--- config.mk ---
export PLATFORM = sky130hd
export DESIGN_NAME = soc_riscv_cpu2ahb_flat
export DESIGN_NICKNAME = d
export VERILOG_FILES = /design/src/rtl/soc_riscv_cpu2ahb_pkg.sv /design/src/rtl/soc_riscv_cpu2ahb_if.sv /design/src/rtl/soc_riscv_cpu2ahb_be2size.sv /design/src/rtl/soc_riscv_cpu2ahb.sv /design/src/flat_wrapper.sv
export SDC_FILE = /design/constraint.sdc
export NUM_CORES = 1
export LEC_CHECK = 0
export CELL_PAD_IN_SITES_DETAIL_PLACEMENT = 2
export CELL_PAD_IN_SITES_GLOBAL_PLACEMENT = 2
export CORE_UTILIZATION = 47
export CTS_BUF_LIST = sky130_fd_sc_hd__clkbuf_4 sky130_fd_sc_hd__clkbuf_8
export DETAILED_ROUTE_END_ITERATION = 8
export DONT_BUFFER_PORTS = 1
export HOLD_SLACK_MARGIN = 0.12
export PLACE_DENSITY = 0.95
export SLEW_MARGIN = 20
export SYNTH_ARGS = -nofsm -noshare
export SYNTH_HDL_FRONTEND = slang
export SYNTH_HIERARCHICAL = 1
export SYNTH_SLANG_ARGS = --single-unit
--- constraint.sdc ---
create_clock -name HCLK -period 3.18 [get_ports HCLK]
set_clock_uncertainty 0.1 [all_clocks]
set_input_delay 0.795 -clock HCLK [delete_from_list [all_inputs] [get_ports HCLK]]
set_output_delay 0.795 -clock HCLK [all_outputs]
set_load 0.01 [all_outputs]
--- src/rtl/soc_riscv_cpu2ahb_pkg.sv ---
// soc_riscv_cpu2ahb_pkg: AHB3-Lite encodings shared by the CPU-to-AHB bridge
package soc_riscv_cpu2ahb_pkg;
    localparam logic [1:0] HTRANS_IDLE   = 2'b00;
    localparam logic [1:0] HTRANS_NONSEQ = 2'b10;
    localparam logic [2:0] HSIZE_BYTE    = 3'b000;
    localparam logic [2:0] HSIZE_HALF    = 3'b001;
    localparam logic [2:0] HSIZE_WORD    = 3'b010;
    localparam logic [2:0] HSIZE_DWORD   = 3'b011;
    localparam logic [2:0] HBURST_SINGLE = 3'b000;
    localparam logic       HRESP_OKAY    = 1'b0;
    localparam logic       HRESP_ERROR   = 1'b1;
endpackage

--- src/rtl/soc_riscv_cpu2ahb_if.sv ---
// soc_riscv_cpu2ahb_if: CPU memory port plus AHB3-Lite master signals seen by the bridge
interface soc_riscv_cpu2ahb_if #(
    parameter int XLEN           = 32,
    parameter int PHYS_ADDR_SIZE = XLEN
);
    logic                      mem_req;
    logic [XLEN-1:0]           mem_adr;
    logic                      mem_we;
    logic [XLEN/8-1:0]         mem_be;
    logic [XLEN-1:0]           mem_d;
    logic [XLEN-1:0]           mem_q;
    logic                      mem_ack;
    logic                      mem_err;
    logic                      mem_misaligned;
    logic                      HSEL;
    logic [PHYS_ADDR_SIZE-1:0] HADDR;
    logic [XLEN-1:0]           HWDATA;
    logic [XLEN-1:0]           HRDATA;
    logic                      HWRITE;
    logic [2:0]                HSIZE;
    logic [2:0]                HBURST;
    logic [3:0]                HPROT;
    logic [1:0]                HTRANS;
    logic                      HMASTLOCK;
    logic                      HREADY;
    logic                      HRESP;
    modport master (
        input  mem_req, mem_adr, mem_we, mem_be, mem_d, HRDATA, HREADY, HRESP,
        output mem_q, mem_ack, mem_err, mem_misaligned, HSEL, HADDR, HWDATA,
               HWRITE, HSIZE, HBURST, HPROT, HTRANS, HMASTLOCK
    );
    modport slave (
        output mem_req, mem_adr, mem_we, mem_be, mem_d, HRDATA, HREADY, HRESP,
        input  mem_q, mem_ack, mem_err, mem_misaligned, HSEL, HADDR, HWDATA,
               HWRITE, HSIZE, HBURST, HPROT, HTRANS, HMASTLOCK
    );
endinterface

--- src/rtl/soc_riscv_cpu2ahb_be2size.sv ---
// soc_riscv_cpu2ahb_be2size: accepts only naturally aligned power-of-two byte masks matching the address
module soc_riscv_cpu2ahb_be2size #(
    parameter int XLEN = 32
) (
    input  logic [XLEN/8-1:0]         be,
    input  logic [$clog2(XLEN/8)-1:0] adr,
    output logic                      legal,
    output logic [2:0]                hsize
);
    localparam int NB = XLEN / 8;
    localparam int AW = $clog2(NB);
    always_comb begin
        legal = 1'b0;
        hsize = 3'd0;
        for (int s = 0; s <= AW; s++)
            for (int o = 0; o < NB; o += (1 << s))
                if (be == (NB'((1 << (1 << s)) - 1) << o) && adr == AW'(o)) begin
                    legal = 1'b1;
                    hsize = 3'(s);
                end
    end
endmodule

--- src/rtl/soc_riscv_cpu2ahb.sv ---
// soc_riscv_cpu2ahb: turns single-outstanding CPU requests into AHB3-Lite SINGLE transfers
module soc_riscv_cpu2ahb
    import soc_riscv_cpu2ahb_pkg::*;
#(
    parameter int         XLEN           = 32,
    parameter int         PHYS_ADDR_SIZE = XLEN,
    parameter logic [3:0] HPROT_VAL      = 4'b0011
) (
    input logic HCLK,
    input logic HRESETn,
    soc_riscv_cpu2ahb_if.master bus
);
    localparam int AW = $clog2(XLEN / 8);
    typedef enum logic [1:0] {IDLE, ADDR, DATA, ERR} state_t;
    state_t          state;
    logic            legal;
    logic [2:0]      size;
    logic [XLEN-1:0] d;
    soc_riscv_cpu2ahb_be2size #(.XLEN(XLEN)) u_be2size (
        .be    (bus.mem_be),
        .adr   (bus.mem_adr[AW-1:0]),
        .legal (legal),
        .hsize (size)
    );
    assign bus.HBURST    = HBURST_SINGLE;
    assign bus.HPROT     = HPROT_VAL;
    assign bus.HMASTLOCK = 1'b0;
    always_ff @(posedge HCLK or negedge HRESETn) begin
        if (!HRESETn) begin
            state              <= IDLE;
            d                  <= '0;
            bus.HTRANS         <= HTRANS_IDLE;
            bus.HSEL           <= 1'b0;
            bus.HADDR          <= '0;
            bus.HWDATA         <= '0;
            bus.HWRITE         <= 1'b0;
            bus.HSIZE          <= HSIZE_BYTE;
            bus.mem_q          <= '0;
            bus.mem_ack        <= 1'b0;
            bus.mem_err        <= 1'b0;
            bus.mem_misaligned <= 1'b0;
        end else begin
            bus.mem_ack        <= 1'b0;
            bus.mem_err        <= 1'b0;
            bus.mem_misaligned <= 1'b0;
            case (state)
                IDLE: if (bus.mem_req) begin
                    if (legal) begin
                        bus.HTRANS <= HTRANS_NONSEQ;
                        bus.HSEL   <= 1'b1;
                        bus.HADDR  <= bus.mem_adr[PHYS_ADDR_SIZE-1:0];
                        bus.HWRITE <= bus.mem_we;
                        bus.HSIZE  <= size;
                        d          <= bus.mem_d;
                        state      <= ADDR;
                    end else
                        bus.mem_misaligned <= 1'b1;
                end
                ADDR: if (bus.HREADY) begin
                    bus.HTRANS <= HTRANS_IDLE;
                    bus.HSEL   <= 1'b0;
                    bus.HWDATA <= d;
                    state      <= DATA;
                end
                // An ERROR seen together with HREADY is completed at once rather than via ERR
                DATA: if (bus.HRESP == HRESP_ERROR) begin
                    if (bus.HREADY) begin
                        bus.mem_err <= 1'b1;
                        bus.mem_q   <= '0;
                        state       <= IDLE;
                    end else
                        state <= ERR;
                end else if (bus.HREADY) begin
                    bus.mem_ack <= 1'b1;
                    if (!bus.HWRITE) bus.mem_q <= bus.HRDATA;
                    state <= IDLE;
                end
                ERR: if (bus.HREADY) begin
                    bus.mem_err <= 1'b1;
                    bus.mem_q   <= '0;
                    state       <= IDLE;
                end
                default: state <= IDLE;
            endcase
        end
    end
    assert property (@(posedge HCLK) disable iff (!HRESETn) !(bus.mem_req && state != IDLE));
endmodule
--- src/flat_wrapper.sv ---
// flat-port wrapper written by rule: the top's interface ports become plain ports
module soc_riscv_cpu2ahb_flat import soc_riscv_cpu2ahb_pkg::*;
#(
    parameter int         XLEN           = 32,
    parameter int         PHYS_ADDR_SIZE = XLEN,
    parameter logic [3:0] HPROT_VAL      = 4'b0011
)
  (HCLK, HRESETn, bus_mem_req, bus_mem_adr, bus_mem_we, bus_mem_be, bus_mem_d, bus_HRDATA, bus_HREADY, bus_HRESP, bus_mem_q, bus_mem_ack, bus_mem_err, bus_mem_misaligned, bus_HSEL, bus_HADDR, bus_HWDATA, bus_HWRITE, bus_HSIZE, bus_HBURST, bus_HPROT, bus_HTRANS, bus_HMASTLOCK);
  soc_riscv_cpu2ahb_if #(.XLEN(XLEN), .PHYS_ADDR_SIZE(PHYS_ADDR_SIZE)) bus_i ();
  input logic HCLK;
  input logic HRESETn;
  input wire logic [$bits(bus_i.mem_req)-1:0] bus_mem_req;
  input wire logic [$bits(bus_i.mem_adr)-1:0] bus_mem_adr;
  input wire logic [$bits(bus_i.mem_we)-1:0] bus_mem_we;
  input wire logic [$bits(bus_i.mem_be)-1:0] bus_mem_be;
  input wire logic [$bits(bus_i.mem_d)-1:0] bus_mem_d;
  input wire logic [$bits(bus_i.HRDATA)-1:0] bus_HRDATA;
  input wire logic [$bits(bus_i.HREADY)-1:0] bus_HREADY;
  input wire logic [$bits(bus_i.HRESP)-1:0] bus_HRESP;
  output wire logic [$bits(bus_i.mem_q)-1:0] bus_mem_q;
  output wire logic [$bits(bus_i.mem_ack)-1:0] bus_mem_ack;
  output wire logic [$bits(bus_i.mem_err)-1:0] bus_mem_err;
  output wire logic [$bits(bus_i.mem_misaligned)-1:0] bus_mem_misaligned;
  output wire logic [$bits(bus_i.HSEL)-1:0] bus_HSEL;
  output wire logic [$bits(bus_i.HADDR)-1:0] bus_HADDR;
  output wire logic [$bits(bus_i.HWDATA)-1:0] bus_HWDATA;
  output wire logic [$bits(bus_i.HWRITE)-1:0] bus_HWRITE;
  output wire logic [$bits(bus_i.HSIZE)-1:0] bus_HSIZE;
  output wire logic [$bits(bus_i.HBURST)-1:0] bus_HBURST;
  output wire logic [$bits(bus_i.HPROT)-1:0] bus_HPROT;
  output wire logic [$bits(bus_i.HTRANS)-1:0] bus_HTRANS;
  output wire logic [$bits(bus_i.HMASTLOCK)-1:0] bus_HMASTLOCK;
  assign bus_i.mem_req = bus_mem_req;
  assign bus_i.mem_adr = bus_mem_adr;
  assign bus_i.mem_we = bus_mem_we;
  assign bus_i.mem_be = bus_mem_be;
  assign bus_i.mem_d = bus_mem_d;
  assign bus_i.HRDATA = bus_HRDATA;
  assign bus_i.HREADY = bus_HREADY;
  assign bus_i.HRESP = bus_HRESP;
  assign bus_mem_q = bus_i.mem_q;
  assign bus_mem_ack = bus_i.mem_ack;
  assign bus_mem_err = bus_i.mem_err;
  assign bus_mem_misaligned = bus_i.mem_misaligned;
  assign bus_HSEL = bus_i.HSEL;
  assign bus_HADDR = bus_i.HADDR;
  assign bus_HWDATA = bus_i.HWDATA;
  assign bus_HWRITE = bus_i.HWRITE;
  assign bus_HSIZE = bus_i.HSIZE;
  assign bus_HBURST = bus_i.HBURST;
  assign bus_HPROT = bus_i.HPROT;
  assign bus_HTRANS = bus_i.HTRANS;
  assign bus_HMASTLOCK = bus_i.HMASTLOCK;
  soc_riscv_cpu2ahb #(.XLEN(XLEN), .PHYS_ADDR_SIZE(PHYS_ADDR_SIZE), .HPROT_VAL(HPROT_VAL)) u_core (.HCLK(HCLK), .HRESETn(HRESETn), .bus(bus_i));
endmodule
Figure 1. PDN straps and rails (run 1).
Bar = 20 microns. Pins as bars on the die edge. Tap cells in gray.
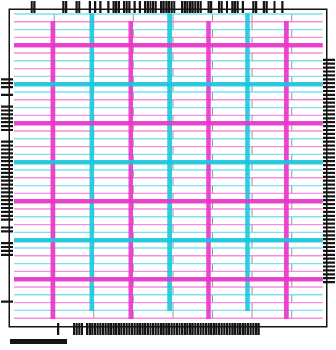
cyan -> VDD
magenta -> VSS
met1 rails = 40
signal pins = 220
met5 straps = 7
Peak VDD IR: 0.0004185 V
die height: 110.2 microns
Die Span X: 110.2 microns
Core Box Area: 11,420 sq um

Figure 2. Cell classes on the final placement (run 1).
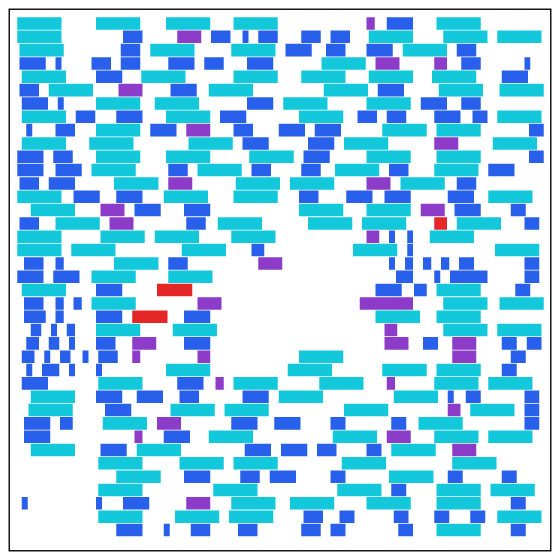
purple -> clock drivers and dummy loads  # cells 31, share of their area 6.4%
red -> other buffers and delay cells  # cells 3, share of their area 0.83%
blue -> all other logic  # cells 175, share of their area 33%
cyan -> flip-flops  # cells 138, share of their area 60%
fin area: 5928 sq um
row cnt: 39
Seq/total area: 0.5825
post-layout util: 0.5192

Figure 3. Clock network drawn from the DEF (run 1).
Bar = 20 microns.
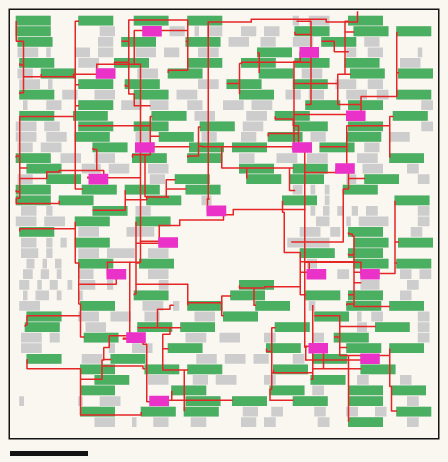
red -> clock wires  # length 1,710 microns
magenta -> cells driving clock nets  # count 17
green -> flip-flops  # count 138
flops lie = all over the die
routed clock nets = 18
clk ins delay skew pair: 440 ps
Clk. pwr: 0.00133 W
Clk network pwr share: 0.238

## run 1: cell families (layout without fill, tap and decap cells)
kind of cell,Yosys count,count (layout),synth area share
DFF,138,138,0.6277
muxes,100,100,0.2456
AOI/OAI and AO/OA,40,40,0.05959
buffers and inverters,29,35,0.03957
and+or+nand+nor,24,24,0.02547
other,3,10,0.002047
## run 1: state kept, by name (all words and copies together), names as in the netlist
register                   flops
u_core/bus.HADDR              32
u_core/bus.HSIZE               3
u_core/bus.HTRANS              1
u_core/bus.HWDATA             32
u_core/bus.HWRITE              1
u_core/bus.mem_ack             1
u_core/bus.mem_err             1
u_core/bus.mem_misaligned      1
u_core/bus.mem_q              32
u_core/d                      32
u_core/state                   2
## run 1: power by group
group / internal, W / switching (W)
clock: 0.000695 / 0.000639
sequential: 0.00246 / 0.000827
combinational: 0.000689 / 0.000298
==> flow_summary.toml, run 1 <==
# implementation run metrics
[synth]
synth_area_sq_um = 5502
synth_stat.cells = 334
common_cells = "dfrtp_1 (138), mux2_4 (60), a22o_1 (32), mux2_2 (32), buf_4 (11)"
synth-main-ff-cell = "dfrtp_1"
synthCells = 334
top_area_frac = 0.6277
ys_types = 27
synthArstFlopShare = 1.000
ys_area_sq_um = 5502
largest_area_cell = "dfrtp_1"

[setup_path]
crit_path_cell_trace = "nor3b_1, o21ai_0, nand3_1, and3_4, buf_12, mux2_1"
worst-path-buf-inv = 1
path_class = "in -> reg"
cp_slowest_cell = "and3_4"
reg2reg_slack_ps = 1070
crit_end = "u_core/bus.HADDR[28]$_DFFE_PN0P_"
cp_num_cells = 6
critical-path-max-stage-delay_ps = 400

[timing]
max_freq_mhz = 456.3
hold_viol = 138
rsz0062_at_grt = "no"
relSlewSlack = 0.3767
finalClockPeriodUsage = 0.6891
worst_slack_ps = 988.5
holdWs_ps = -53.72

[grt]
met3_usage = 0.07760
grt.overflow.total = 0
grt_max_degree = 139
grt-busiest-layer = "met2"
gr-usage-met2 = 0.4009
grt_pass1_vias = 3143

[placement]
gp_congestion = 0.6981
io_buffer_count = 0
placedCellCount = 459
dpl_cell_area_sq_um = 5559
post-place-ws_ps = 551.6

[die]
pin_count = 220
dieArea_sq_um = 12140
initCoreUtil = 0.4818

[clock_network]
cts_root_buf = "clkbuf_8"
htree_levels = 4
cts_buffers = 17
cts_buffer_depth = 2
cts_setup_buffers = 0
ctsResizeCount = 0

[min_path]
hp-class = "in -> async"

[finish]
drive_above_1_share = 0.3804
fillCellCount = 1016
layout.cells.most_common = "dfrtp_1"
antennaDiodeCount = 0
final-nonclk-buf-share = 0.008020
layout.area.top_class = "registers"
nets = 441
clkCellAreaFrac = 0.06205
logic_area_sq_um = 1877
mostFrequentLayoutCells = "dfrtp_1 (138), mux2_4 (60), mux2_2 (32), a22o_1 (32), clkbuf_8 (20)"
syn2layout_area_growth_pct = 7.755
comb_cells = 174

[detailed_routing]
drt_wl_total_mm = 13.13
wl_met3_mm = 1.065
vias = 2744
wl_per_cell_microns = 26.80
via_per_inst = 5.600
met1_length_mm = 4.499
wl_met2_mm = 7.337
ant_nets = 0

[job]
cap_violations = 0

[status]
status = "complete, but fails checks"
violations = "negative hold slack"

[pwr]
p_leak_nw = 2.766
Figure 4. Routed metal, one color a layer (run 1).
Bar = 20 microns. Only two layers are drawn.
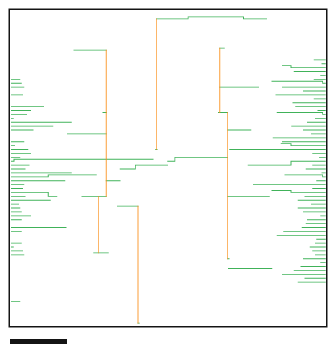

## Run 2: what changed since run 1
CORE_UTILIZATION = 43   (was 47)
PLACE_DENSITY = 0.91   (was 0.95)
clock period = 2.2 ns   (was 3.18 ns; I/O delays follow)
Figure 5. Routed metal, one color a layer (run 2).
Bar = 20 microns. Only two layers are drawn.
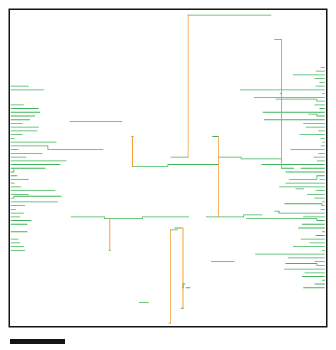
green -> met3  # wire length 1,060 microns
orange -> met4  # wire length 214 microns

Figure 6. PDN straps and rails (run 2).
Bar = 20 microns. Pins as bars on the die edge. Tap cells in gray.
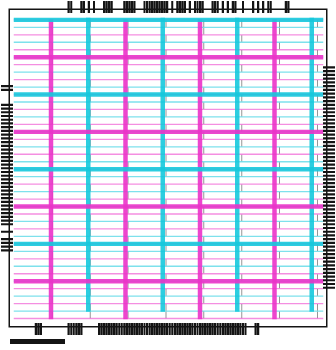
magenta -> VSS
cyan -> VDD
met4 straps = 8
signal pins = 220

==> run 2 against run 1 <==
Net effect:
- the run still ends with negative hold slack left
- combinational power up 52%
- final area increased by 9.2%
- first-iteration DRC count fell by 9.4%
- count of clock-buffer cells in the layout shrank 4
- total power increased by 53%
- via count grew 8.6%
- critical path depth is 3 lower
- register-to-register slack lost 890 ps
- non-clock buffer count increased by 42
==> flow_summary.toml, run 2 <==
# implementation run metrics
[timing]
rsz0062_at_grt = "no"
worst_slew_pin_slew_ps = 1122
max_freq_mhz = 494.5
finalCriticalPeriod_ps = 2022
hold_viol = 138
setup_tns_ps = 0
worst_slack_ps = 177.6
holdWs_ps = -298.5
relSlewSlack = 0.2522
finalClockPeriodUsage = 0.9193
setup_viol = 0
report.final.slew_viol_count = 0

[finish]
antennaDiodeCount = 0
comb_area_frac = 0.2898
n_all_buffers = 45
drive_above_1_share = 0.3410
utilization = 0.5278
comb_cells = 174
final_cells = 558
layout.cells.most_common = "dfrtp_1"
final_area_sq_um = 6471
syn2layout_area_growth_pct = 17.63
final-nonclk-buf-share = 0.07386
layout.area.top_class = "registers"
seq_area_frac = 0.5336
mostFrequentLayoutCells = "dfrtp_1 (138), mux2_4 (60), dlygate4sd3_1 (41)"
ff_count = 138
clockBufferCount = 19
seq_area_sq_um = 3453
inv_count = 1
logic_area_sq_um = 1876
fillCellCount = 1084
clkCellAreaFrac = 0.06961
nets = 483

[setup_path]
crit_path_cell_trace = "nor2_1, a21o_1, a22o_1"
rr_worst_depth = 3
r2r-start = "u_core/state[0]$_DFFE_PN0P_"
r2r-end = "u_core/bus.mem_q[15]$_DFFE_PN0P_"
crit_arrival_ps = 2290
crit_end = "u_core/bus.mem_q[15]$_DFFE_PN0P_"
reg2reg_slack_ps = 180
cp_slowest_cell = "a21o_1"
cp_data_required_time_ps = 2470
worstPathMaxFanout = 32
crit_start = "u_core/state[0]$_DFFE_PN0P_"
critical-path-max-stage-delay_ps = 890
end_kind = "flip-flop"
path_class = "reg -> reg"
cp-start-kind = "flip-flop"

[synth]
avgSynthCellArea_sq_um = 16.47
synth_area_sq_um = 5502
largest_area_cell = "dfrtp_1"
edf_count = 0
ys_sh_mux = 0.2456
ys_area_sq_um = 5502
aoi_share = 0.05959
fa_ha_area_frac = 0
common_cells = "dfrtp_1 (138), mux2_4 (60), a22o_1 (32), mux2_2 (32), buf_4 (11)"
ys.flops = 138
top_area_frac = 0.6277
synthArstFlopShare = 1.000
synthCells = 334
synth-main-ff-cell = "dfrtp_1"
logic_family = "multiplexers"
synth_top_cell_by_count = "dfrtp_1"
ys_seq_frac = 0.6277
yosys_warnings = 6
simple_gate_area_frac = 0.02547
synth_stat.cells = 334
xor_share = 0
top_cells_by_area = "dfrtp_1 (63%), mux2_4 (16%), mux2_2 (6.5%)"
ys_types = 27

[pwr]
switching_power_w = 0.002687
p_leak_nw = 2.979
power_frac_clock = 0.271
pwr-share-seq = 0.554
power.total_w = 0.008589
ir_drop_v = 0.0006059
internal_power_w = 0.005902
p_per_area_nw_per_um2 = 1327
powerSeq_w = 0.00476
p_sw_frac = 0.3129
p_clk_w = 0.00233
powerComb_w = 0.00150
top_power_group = "registers"
pwr-share-comb = 0.175

[die]
dieArea_sq_um = 13250
pin_count = 220
dieHeight_microns = 115.1
n_tap_cell = 168
die_w_microns = 115.1
num_rows = 40
initCoreUtil = 0.4487
core_area_sq_um = 12260

[placement]
io_buffer_count = 0
placedCellCount = 485
post-place-ws_ps = 17.78
dpl_cell_area_sq_um = 5610
dp_hpwl_mm = 8.600
gp_congestion = 0.7159

[status]
violations = "negative hold slack"
status = "complete, but fails checks"

[detailed_routing]
ant_nets = 0
initialDrtViolationCount = 115
drt_wl_total_mm = 14.13
wl_per_cell_microns = 25.32
via_per_inst = 5.342
dr.pass1.iters = 6
vias = 2981
drc_errors = 0

[job]
cap_violations = 0
warnings = 30

[grt]
grt.overflow.total = 0
track_usage = 0.1995
grt_pass1_wl_mm = 19.06
grt_pass1_vias = 3306
grt_max_degree = 139
grt_antenna_before_repair = 0

[clock_network]
clkLatencyLatePin_ps = 440
tritoncts = "done"
cts_setup_buffers = 0
cts_num_sinks = 138
cts_buffers = 17
cts_hold_buf = 17
cts_buffer_depth = 2
htree_levels = 4
path_clk_slew_ps = 80
ctsResizeCount = 0
cts_root_buf = "clkbuf_8"

[min_path]
hp-class = "in -> async"
-- run 2: cell counts after synthesis --
Identical to the previous run, type by type.
-- run 2: kinds of logic (layout without fill, tap and decap cells) --
group,Yosys count,count (layout)
flops,138,138
mux,100,100
simple gates,24,24
compound gates,40,40
buf+inv,29,78
other cells,3,10
-- run 2: layer usage --
layer | GRT usage | vias up | wire [microns]
li1 | - | 1261 | -
met5 | 0 | - | 0
met3 | 0.07064 | 18 | 1059
met1 | 0.1946 | 1570 | 4808
met4 | 0.08831 | 0 | 214
met2 | 0.3767 | 132 | 8047
-- run 2: worst max-delay path, delay by kind of cell (launching register included) --
kind               cells  cell delay, ps
DFF                    1             470
and+or+nand+nor        1             180
AOI/OAI and AO/OA      2            1200
Figure 7. The clock network (run 2).
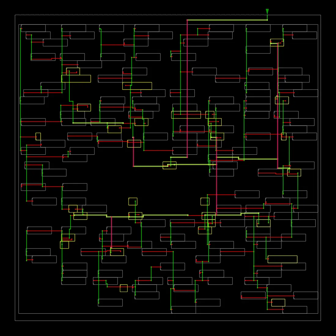

## Run 3: what changed since run 2
ABC_AREA = 1   (was not set)
CORE_UTILIZATION = 37   (was 43)
Figure 8. The clock network (run 3).
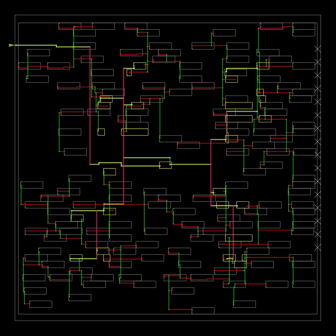
Clk. pwr: 0.00222 W
clk ins delay skew pair: 430 ps
CTS Buf Count: 17
flop count: 138

Figure 9. Cell classes on the final placement (run 3).
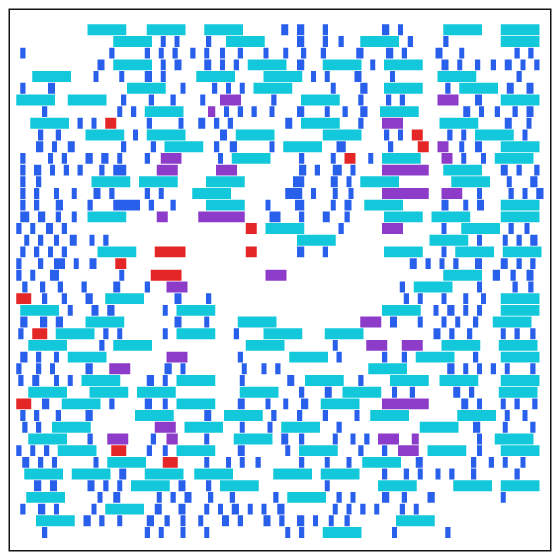
cyan -> flip-flops  # cells 138, share of their area 58%
purple -> clock drivers and dummy loads  # cells 29, share of their area 7.1%
red -> other buffers and delay cells  # cells 14, share of their area 2.4%
blue -> all other logic  # cells 470, share of their area 33%

==> run 3 against run 2 <==
Net effect:
- the flow finishes with violations (design-rule violations, negative hold slack)
- final area shrank 4.2%
- die area grew 19%
- first-iteration DRC count increased by 69%
- via count grew 37%
- register-to-register slack improved by 390 ps
- synthesized area rose by 2.8%
- setup slack gained 350 ps
- sequential power is essentially flat
- critical path type is now in -> reg
- critical endpoint is now u_core/bus.HADDR[2]$_DFFE_PN0P_
- largest cell class unchanged
==> flow_summary.toml, run 3 <==
# implementation run metrics
[pwr]
powerSeq_w = 0.00477
pwr-share-comb = 0.190
top_power_group = "registers"
power.total_w = 0.008629
internal_power_w = 0.005487
ir_drop_v = 0.0004371
p_sw_frac = 0.3641
power_frac_clock = 0.257
powerComb_w = 0.00164
p_leak_nw = 3.417

[job]
warnings = 30

[setup_path]
cp-start-kind = "input port"
cp_data_required_time_ps = 2450
crit_path_cell_trace = "nand2_1, clkinv_1, nand2_1, nor2_1, a21oi_1, nand2_1, nand3_4, buf_4, nand2_1, o21ai_1"
crit_start = "bus_mem_be[1]"
critical-path-max-stage-delay_ps = 350
r2r-end = "u_core/d[25]$_DFFE_PN0P_"

[grt]
grt_antenna_before_repair = 0
track_usage = 0.1995
grt-busiest-layer = "met2"
gr-usage-met2 = 0.3559
groute.layer.met1.usage = 0.2179

[synth]
aoi_share = 0.06503
top_area_frac = 0.6105
ys_seq_frac = 0.6105
synth-main-ff-cell = "dfrtp_1"
ys.flops = 138
ys_area_sq_um = 5657
ys_types = 23
common_cells = "nand2_1 (247), dfrtp_1 (138), inv_1 (79)"
yosys_warnings = 6
synthArstFlopShare = 1.000
synth_area_sq_um = 5657
simple_gate_area_frac = 0.2181
synthCells = 642
largest_area_cell = "dfrtp_1"

[finish]
clkCellAreaFrac = 0.06803
nets = 747
comb_area_frac = 0.2656
mostFrequentLayoutCells = "nand2_1 (247), dfrtp_1 (138), inv_1 (79)"
antennaDiodeCount = 0
layout.area.top_class = "registers"
seq_area_frac = 0.5571
clockBufferCount = 21
inv_count = 81
drive_above_1_share = 0.07066
final_cells = 835
logic_area_sq_um = 1647
n_all_buffers = 14
final_area_sq_um = 6198
fillCellCount = 1628

[detailed_routing]
wl_met2_mm = 7.787
wl_per_cell_microns = 17.74
via_per_inst = 4.907
dr.pass1.iters = 6
drc_errors = 16

[die]
dieHeight_microns = 125.6
dieArea_sq_um = 15790

[status]
status = "complete, but fails checks"
violations = "design-rule violations, negative hold slack"

[timing]
holdWs_ps = -283.7
finalClockPeriodUsage = 0.7609
report.final.slew_viol_count = 0
hold_viol = 138
setup_tns_ps = 0
setup_viol = 0
finalCriticalPeriod_ps = 1674

[placement]
gp_congestion = 0.7752
dp_hpwl_mm = 10.81

[clock_network]
tritoncts = "done"
path_clk_slew_ps = 70
[run 3: cell count changes after synthesis, sizes merged, moves of 2 or more]
cell,delta
and3,-2
o21ai,+66
a22o,-32
a21o,-2
nor2,+11
nor4,-2
buf,+13
mux2,-100
nand2,+244
inv,+79
nand3,+35
[run 3: cells by family (layout without fill, tap and decap cells)]
| kind of cell | after synthesis | in the layout |
|---|---|---|
| AND/OR/NAND/NOR | 306 | 306 |
| AND-OR/OR-AND | 73 | 73 |
| flip-flops | 138 | 138 |
| buffers and inverters | 122 | 124 |
| other | 3 | 10 |
[run 3: critical path: cells and delay by family]
kind	cells	cell delay, ps
AND/OR/NAND/NOR	6	660
buffers and inverters	2	430
AND-OR/OR-AND	2	260
[run 3: timing repair]
item	CTS	global route
hold buffers	4	1
hold endpoints to repair	142	139
buffers inserted	0	0
gates resized	0	0
No activity file was given, so power comes from the tool's default toggle rates.
